==> run_1/wires.png <==
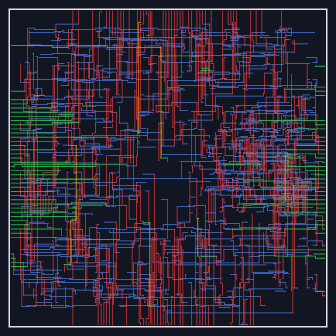
==> run_1/clocks.png <==
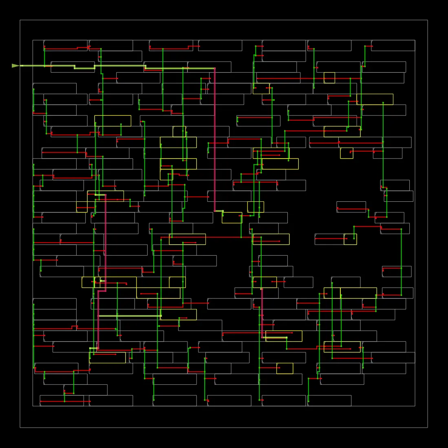
==> run_1/logic_types.png <==
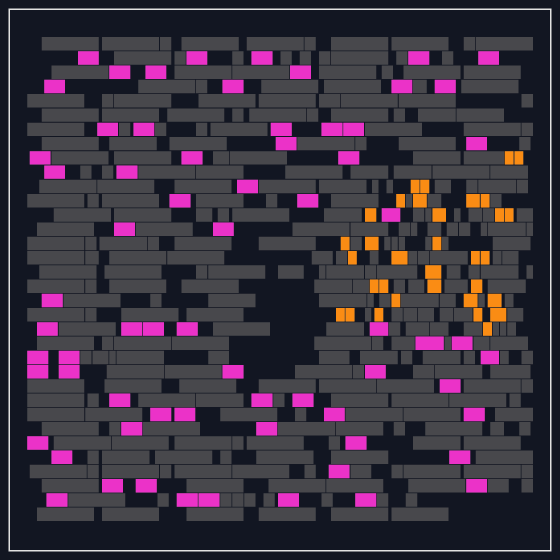
<file path="config.mk">
export PLATFORM = sky130hd
export DESIGN_NAME = pipe_stage_skid_flat
export DESIGN_NICKNAME = d
export VERILOG_FILES = /design/src/rtl/pipe_stage_skid_if.sv /design/src/rtl/pipe_stage_skid.sv /design/src/flat_wrapper.sv
export SDC_FILE = /design/constraint.sdc
export NUM_CORES = 1
export LEC_CHECK = 0
export CAP_MARGIN = 20
export CORE_MARGIN = 3
export CORE_UTILIZATION = 65
export CTS_CLUSTER_DIAMETER = 30
export CTS_CLUSTER_SIZE = 16
export DETAILED_ROUTE_END_ITERATION = 8
export DONT_BUFFER_PORTS = 1
export PLACE_DENSITY = 0.84
export SETUP_SLACK_MARGIN = 0.4
export SYNTH_ARGS = -nofsm -noshare
export SYNTH_HDL_FRONTEND = slang
export SYNTH_SLANG_ARGS = --single-unit
</file>
<file path="constraint.sdc">
create_clock -name clk -period 17.6 [get_ports clk]
set_input_delay 2.64 -clock clk [delete_from_list [all_inputs] [get_ports clk]]
set_output_delay 2.64 -clock clk [all_outputs]
set_load 0.005 [all_outputs]
</file>
<file path="src/rtl/pipe_stage_skid_if.sv">
// Valid/ready/data handshake bundle for one side of a pipeline stage.
// master drives valid+data, slave drives ready.
interface pipe_stage_skid_if #(
  parameter int DATA_W = 64
);
  logic              valid;
  logic              ready;
  logic [DATA_W-1:0] data;

  modport master (output valid, output data, input ready);
  modport slave  (input valid, input data, output ready);
endinterface

</file>
<file path="src/rtl/pipe_stage_skid.sv">
// Pipeline stage register with 2-entry skid buffer, flush-to-bubble and saturating stall counter.
// Latency 1 cycle; in_ready depends only on registered state so stalls never chain combinationally.
module pipe_stage_skid #(
  parameter int                DATA_W = 64,
  parameter logic [DATA_W-1:0] BUBBLE = '0,
  parameter int                CNT_W  = 16
) (
  input  logic              clk,
  input  logic              rst,
  input  logic              flush,
  pipe_stage_skid_if.slave  in_bus,
  pipe_stage_skid_if.master out_bus,
  output logic [1:0]        occupancy,
  output logic [CNT_W-1:0]  stall_cnt
);

  typedef enum logic [1:0] {
    EMPTY = 2'd0,
    ONE   = 2'd1,
    FULL  = 2'd2
  } state_t;

  state_t            state;
  logic              main_valid;
  logic              skid_valid;
  logic [DATA_W-1:0] main_data;
  logic [DATA_W-1:0] skid_data;
  logic              push;
  logic              pop;
  logic              stall;

  assign in_bus.ready  = !skid_valid;
  assign push          = in_bus.valid & !skid_valid & !flush;
  assign pop           = main_valid & out_bus.ready;
  assign stall         = main_valid & !out_bus.ready;
  assign out_bus.valid = main_valid;
  assign out_bus.data  = main_valid ? main_data : BUBBLE;
  assign occupancy     = state;

  always_ff @(posedge clk) begin
    if (rst) begin
      state      <= EMPTY;
      main_valid <= 1'b0;
      skid_valid <= 1'b0;
      stall_cnt  <= '0;
    end else begin
      // Stall counting is independent of flush so perf data survives pipeline kills.
      if (stall && (stall_cnt != '1)) begin
        stall_cnt <= stall_cnt + CNT_W'(1);
      end

      if (flush) begin
        state      <= EMPTY;
        main_valid <= 1'b0;
        skid_valid <= 1'b0;
      end else begin
        case (state)
          EMPTY: begin
            if (push) begin
              state      <= ONE;
              main_valid <= 1'b1;
              main_data  <= in_bus.data;
            end
          end
          ONE: begin
            if (push && pop) begin
              main_data <= in_bus.data;
            end else if (push) begin
              state      <= FULL;
              skid_valid <= 1'b1;
              skid_data  <= in_bus.data;
            end else if (pop) begin
              state      <= EMPTY;
              main_valid <= 1'b0;
            end
          end
          FULL: begin
            // Skid entry is older than anything upstream, so it moves to head first.
            if (pop) begin
              state      <= ONE;
              skid_valid <= 1'b0;
              main_data  <= skid_data;
            end
          end
          default: begin
            state      <= EMPTY;
            main_valid <= 1'b0;
            skid_valid <= 1'b0;
          end
        endcase
      end
    end
  end

endmodule

</file>
<file path="src/flat_wrapper.sv">
// flat-port wrapper written by rule: the top's interface ports become plain ports
module pipe_stage_skid_flat 
#(
  parameter int                DATA_W = 64,
  parameter logic [DATA_W-1:0] BUBBLE = '0,
  parameter int                CNT_W  = 16
)
  (clk, rst, flush, occupancy, stall_cnt, in_bus_valid, in_bus_data, in_bus_ready, out_bus_valid, out_bus_data, out_bus_ready);
  pipe_stage_skid_if #(.DATA_W(DATA_W)) in_bus_i ();
  pipe_stage_skid_if #(.DATA_W(DATA_W)) out_bus_i ();
  input  logic clk;
  input  logic rst;
  input  logic flush;
  output logic [1:0] occupancy;
  output logic [CNT_W-1:0] stall_cnt;
  input wire logic [$bits(in_bus_i.valid)-1:0] in_bus_valid;
  input wire logic [$bits(in_bus_i.data)-1:0] in_bus_data;
  output wire logic [$bits(in_bus_i.ready)-1:0] in_bus_ready;
  output wire logic [$bits(out_bus_i.valid)-1:0] out_bus_valid;
  output wire logic [$bits(out_bus_i.data)-1:0] out_bus_data;
  input wire logic [$bits(out_bus_i.ready)-1:0] out_bus_ready;
  assign in_bus_i.valid = in_bus_valid;
  assign in_bus_i.data = in_bus_data;
  assign in_bus_ready = in_bus_i.ready;
  assign out_bus_valid = out_bus_i.valid;
  assign out_bus_data = out_bus_i.data;
  assign out_bus_i.ready = out_bus_ready;
  pipe_stage_skid #(.DATA_W(DATA_W), .BUBBLE(BUBBLE), .CNT_W(CNT_W)) u_core (.clk(clk), .rst(rst), .flush(flush), .in_bus(in_bus_i), .out_bus(out_bus_i), .occupancy(occupancy), .stall_cnt(stall_cnt));
endmodule
</file>
==> out/results.tsv, run 1 <==
stage	metric	value	unit
cts	post_cts_resized	0	
layout	n_antenna_cell	0	
worst_hold_path	whs_path_depth	1	
critical_path	crit_type	in -> reg	
global_route	grt_max_degree	74	
global_route	grt_overflow	0	
power	p_int	0.589	mW
synth	most_common_cell	edfxtp_1	
worst_hold_path	min-delay-start	u_core.skid_data[19]	
sta	setup_viol_count_final	0	
critical_path	endpoint_kind	flip-flop	
synth	flop_cell	edfxtp_1	
synth	yosys-top-cells-area	edfxtp_1 (63%), mux2_2 (12%), and2_1 (6.7%)	
critical_path	worstPathMaxFanout	64	
layout	comb_area	0.00180	sq mm
placement	preCtsSetupSlack	12.92	ns
floorplan	die_width	103	microns
synth	fp_nets	467	
synth	aoi_share	0.0335	
sta	clock.fmax	239	MHz
critical_path	rr_startpoint	u_core.skid_valid	
sta	post-route-min-period	4.19	ns
synth	ys_seq_share	0.694	
layout	fill_cells	513	
worst_hold_path	min_path_type	reg -> reg	
sta	slew_headroom	0.414	
synth	yosys_warnings	0	
critical_path	ff2ff_setup_slack	15.16	ns
flow_run	cap_viol_max_count	0	
global_route	grt_pass1_wl	17.2	mm
synth	top_cells_by_count	edfxtp_1 (128), and2_1 (66), mux2_2 (64)	
floorplan	initCoreUtil	0.685	
sta	finalMaxSlewViolations	0	
power	netSwitchingPower	0.163	mW
cts	cts.sinks	148	
sta	tightest_slew	0.880	ns
floorplan	ios	153	
layout	post-route-util	0.762	
power	combPwrFrac	0.024	
sta	holdWs	0.544	ns
layout	clkCellAreaFrac	0.0850	
flow_run	openroad.warnings	26	
placement	gp_congestion	0.804	
synth	ys_sh_adder	0.00205	
layout	n_all_inverters	3	
power	seq_power	0.387	mW
cts	clk_pin_slew	0.07	ns
power	p_leak	2.23	nW
critical_path	arrival	4.32	ns
critical_path	worst_r2r_endpoint	u_core.main_data[2]	
synth	yosys_area	0.00612	sq mm
synth	yosys_cells	397	
power	ir_drop	0.0000661	V
sta	fin_skew	0.0119	ns
cts	htreeDepth	4	
synth	synthCells	397	
critical_path	start_kind	input pin	
layout	drive_gt1_frac	0.262	
floorplan	taps	108	
outcome	status	completed	
sta	rsz0062_at_grt	false	
drt	via_per_inst	6.22	
layout	comb_area_frac	0.264	
floorplan	core_area	0.00893	sq mm
power	power.density	110	mW/mm^2
layout	area_growth	11.4	%
synth	muxShareOfSynthArea	0.125	
power	p_clk_frac	0.462	
layout	n_sequential_cell	148	
About wires.png:
[blue] metal 1 | wire length: 4280 microns
[orange] metal 4 | wire length: 173 microns
[green] metal 3 | wire length: 1090 microns
[red] metal 2 | wire length: 5930 microns
total number of vias: 3260
total global-route track usage: 0.222
Avg WL per Cell: 21.9 microns

About clocks.png:
clk latency late pin: 0.51 ns
Power Clock: 0.348 mW
TritonCTS Buffers: 17
clkbuf count: 17

About logic_types.png:
[orange] aoi and oai cells | cells: 33 | where: middle right
[magenta] mux cells | cells: 68 | where: widely spread
Commonest Layout Cell: edfxtp_1
Final Instance Count excl. Fillers: 524

==> run 1: critical path, stage by stage <==
cell and delay [ns]:
or3b_2 0.48, nor3_1 0.21, a31oi_1 0.08, nor3_2 0.15
buf_4 0.67
==> run 1: metal layers <==
layer | GRT usage | part of all wire
met1 | 0.250 | 0.37
met2 | 0.357 | 0.52
met3 | 0.110 | 0.095
met4 | 0.104 | 0.015
met5 | 0 | 0
==> run 1: registers in the layout, summed over array words and instances (netlist names) <==
name                  cells
u_core.stall_cnt         16
u_core.skid_data         64
u_core.skid_valid         1
u_core.occupancy          2
u_core.out_bus.valid      1
u_core.main_data         64
==> run 1: cell families after synthesis <==
family,count (synthesis)
AOI/OAI and AO/OA,34
xor gates and xnor gates,2
adders and majority gates,1
buffers and inverters,20
DFF,148
muxes,68
and+or+nand+nor,124
==> run 2, diff against run 1 <==
--- a/config.mk
+++ b/config.mk
@@ -7,12 +7,12 @@
 export LEC_CHECK = 0
 export CAP_MARGIN = 20
 export CORE_MARGIN = 3
-export CORE_UTILIZATION = 65
+export CORE_UTILIZATION = 63
 export CTS_CLUSTER_DIAMETER = 30
 export CTS_CLUSTER_SIZE = 16
 export DETAILED_ROUTE_END_ITERATION = 8
 export DONT_BUFFER_PORTS = 1
-export PLACE_DENSITY = 0.84
+export PLACE_DENSITY = 0.82
 export SETUP_SLACK_MARGIN = 0.4
 export SYNTH_ARGS = -nofsm -noshare
 export SYNTH_HDL_FRONTEND = slang
==> constraint.sdc (replaced) <==
create_clock -name clk -period 4.1 [get_ports clk]
set_input_delay 0.615 -clock clk [delete_from_list [all_inputs] [get_ports clk]]
set_output_delay 0.615 -clock clk [all_outputs]
set_load 0.005 [all_outputs]
==> out/results.tsv, run 2 <==
stage	metric	value	unit	change
outcome	status	completed		
sta	setup_viol_count_final	0		unchanged
sta	tightest_slew	0.880	ns	+0.000670 ns
critical_path	rr_startpoint	u_core.out_bus.valid		
synth	flop_cell	edfxtp_1		
global_route	grt_max_degree	66		-11%
cts	clock_latency	0.51	ns	about the same
critical_path	crit_type	reg -> reg		
layout	fill_cells	563		+9.7%
floorplan	taps	129		+19%
placement	gp_congestion	0.850		+5.7%
cts	cts_hold_buf	0		
worst_hold_path	min-delay-start	rst		
synth	syn_area_per_cell	15.4	sq um	
drt	firstDrtPassIters	5		
flow_run	openroad.warnings	26		unchanged
synth	yosys-top-cells-area	edfxtp_1 (63%), mux2_2 (12%), and2_1 (6.7%)		
critical_path	endpoint_kind	flip-flop		
sta	fin_crit_sh	0.652		
critical_path	worst_r2r_endpoint	u_core.main_data[3]		
floorplan	die_width	105	microns	+1.5%
sta	rsz0062_at_grt	false		
critical_path	ff2ff_setup_slack	1.43	ns	-13.73 ns
layout	design_area	0.00687	sq mm	
synth	most_common_cell	edfxtp_1		
synth	xor_area_frac	0.00286		
drt	wl_met1	4.53	mm	+5.8%
layout	top_regs	u_core.main_data x64, u_core.skid_data x64, u_core.stall_cnt x16		
sta	slew_headroom	0.413		-0.000447
drt	dr_total_vias	3256		-0.12%
sta	fin_skew	0.00520	ns	-0.00669 ns
synth	aoi_share	0.0335		unchanged
global_route	grt_overflow	0		unchanged
sta	clock.fmax	374	MHz	
cts	numCtsBuffers	17		unchanged
critical_path	crit_start	u_core.out_bus.valid		
worst_hold_path	hold_end	u_core.out_bus.valid		
worst_hold_path	whs_path_depth	1		unchanged
layout	comb_area	0.00180	sq mm	+0.35%
cts	post_cts_resized	0		unchanged
layout	clkCellAreaFrac	0.0878		+0.00276
layout	n_all_inverters	3		unchanged
floorplan	initCoreUtil	0.656		-0.0289
cts	htreeDepth	4		unchanged
synth	ys_seq_share	0.694		unchanged
power	power.density	480	mW/mm^2	+330%
drt	wl_met2	5.59	mm	-5.8%
layout	buffer_area_frac	0.00619		
layout	comb_area_frac	0.263		-0.00125
synth	ys_sh_adder	0.00205		unchanged
critical_path	arrival	2.81	ns	-1.51 ns
drt	wl_met3	1.21	mm	+12%
drt	drcViolationCount	0		
synth	synthArstFlopShare	0		
layout	n_antenna_cell	0		unchanged
synth	yosys_warnings	0		unchanged
synth	muxShareOfSynthArea	0.125		unchanged
drt	highest_layer	met4		
layout	ff_latch_area	0.00425	sq mm	
synth	synthCells	397		unchanged
critical_path	worstPathMaxFanout	64		unchanged
layout	lay_top_count	edfxtp_1		
sta	post-route-min-period	2.67	ns	
global_route	grt_pass1_wl	18.6	mm	+7.8%
drt	wl_per_cell	21.2	microns	-3.3%
placement	preCtsSetupSlack	1.40	ns	-11.52 ns
sta	finalMaxSlewViolations	0		unchanged
power	ir_drop	0.000373	V	+460%
layout	area_growth	12.3	%	
layout	drive_gt1_frac	0.260		-0.00178
synth	yosys_cells	397		unchanged
flow_run	cap_viol_max_count	0		unchanged
worst_hold_path	min_path_type	in -> reg		
synth	top_cells_by_count	edfxtp_1 (128), and2_1 (66), mux2_2 (64)		
sta	holdWs	0.166	ns	-0.377 ns
drt	via_per_inst	5.99		-3.8%
layout	post-route-util	0.736		-0.0262
floorplan	core_area	0.00933	sq mm	+4.4%
cts	clk_pin_slew	0.06	ns	about the same
synth	fp_nets	467		unchanged
critical_path	critPathCapture	u_core.main_data[3]		
synth	yosys_area	0.00612	sq mm	unchanged
[run 2: cell counts after synthesis]
Identical to the previous run, type by type.
[run 2: where the power goes]
group          switching, mW  internal, mW
clock                  0.576         0.984
sequential           0.00667          1.65
combinational         0.0369        0.0390
[run 2: worst max-delay path: stages, from the launching register on]
cell	delay, ns
dfxtp_2	0.50
buf_4	0.46
and2_1	0.29
a31oi_1	0.16
nor3_4	0.13
buf_4	0.67
[run 2: cell families after synthesis]
kind of cell | after synthesis
xor gates and xnor gates | 2
adders and majority gates | 1
buffers and inverters | 20
AOI/OAI and AO/OA | 34
DFF | 148
and+or+nand+nor | 124
muxes | 68
[run 2: routing by layer]
layer  track usage  vias up
met5             0        -
met4        0.0817        0
met3         0.115       17
met2         0.344      137
met1         0.264     1592
li1              -     1510
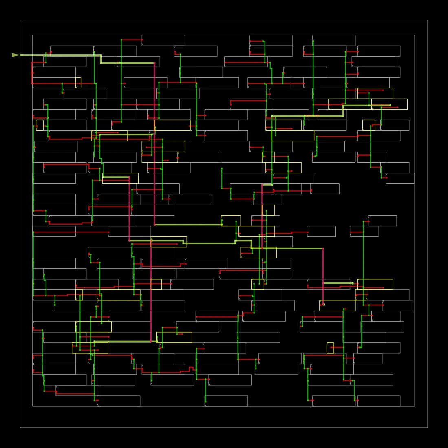
(run_2/clocks.png)
clk sinks: 148
clkbuf count: 18
Power Clock: 1.56 mW

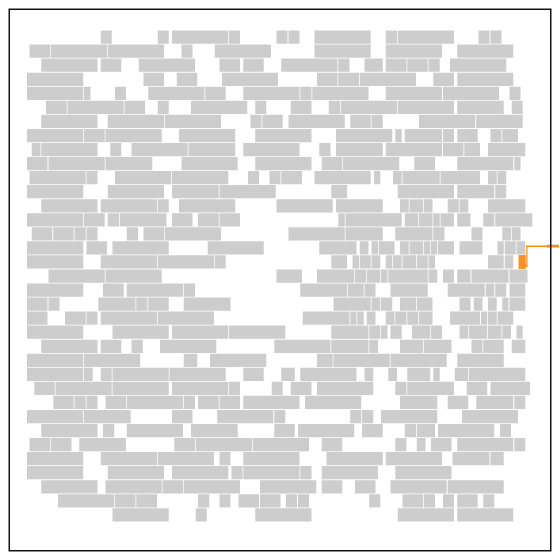
(run_2/io_fan.png)
[orange] `in_bus_ready` | bits: 1 | direction: output | edge: right | end cells: 1 | buffers: 0 | wire: 8.70 microns
boundary pin count: 153
IO Port Bufs: 0

Power is estimated from default activity; no workload was simulated.
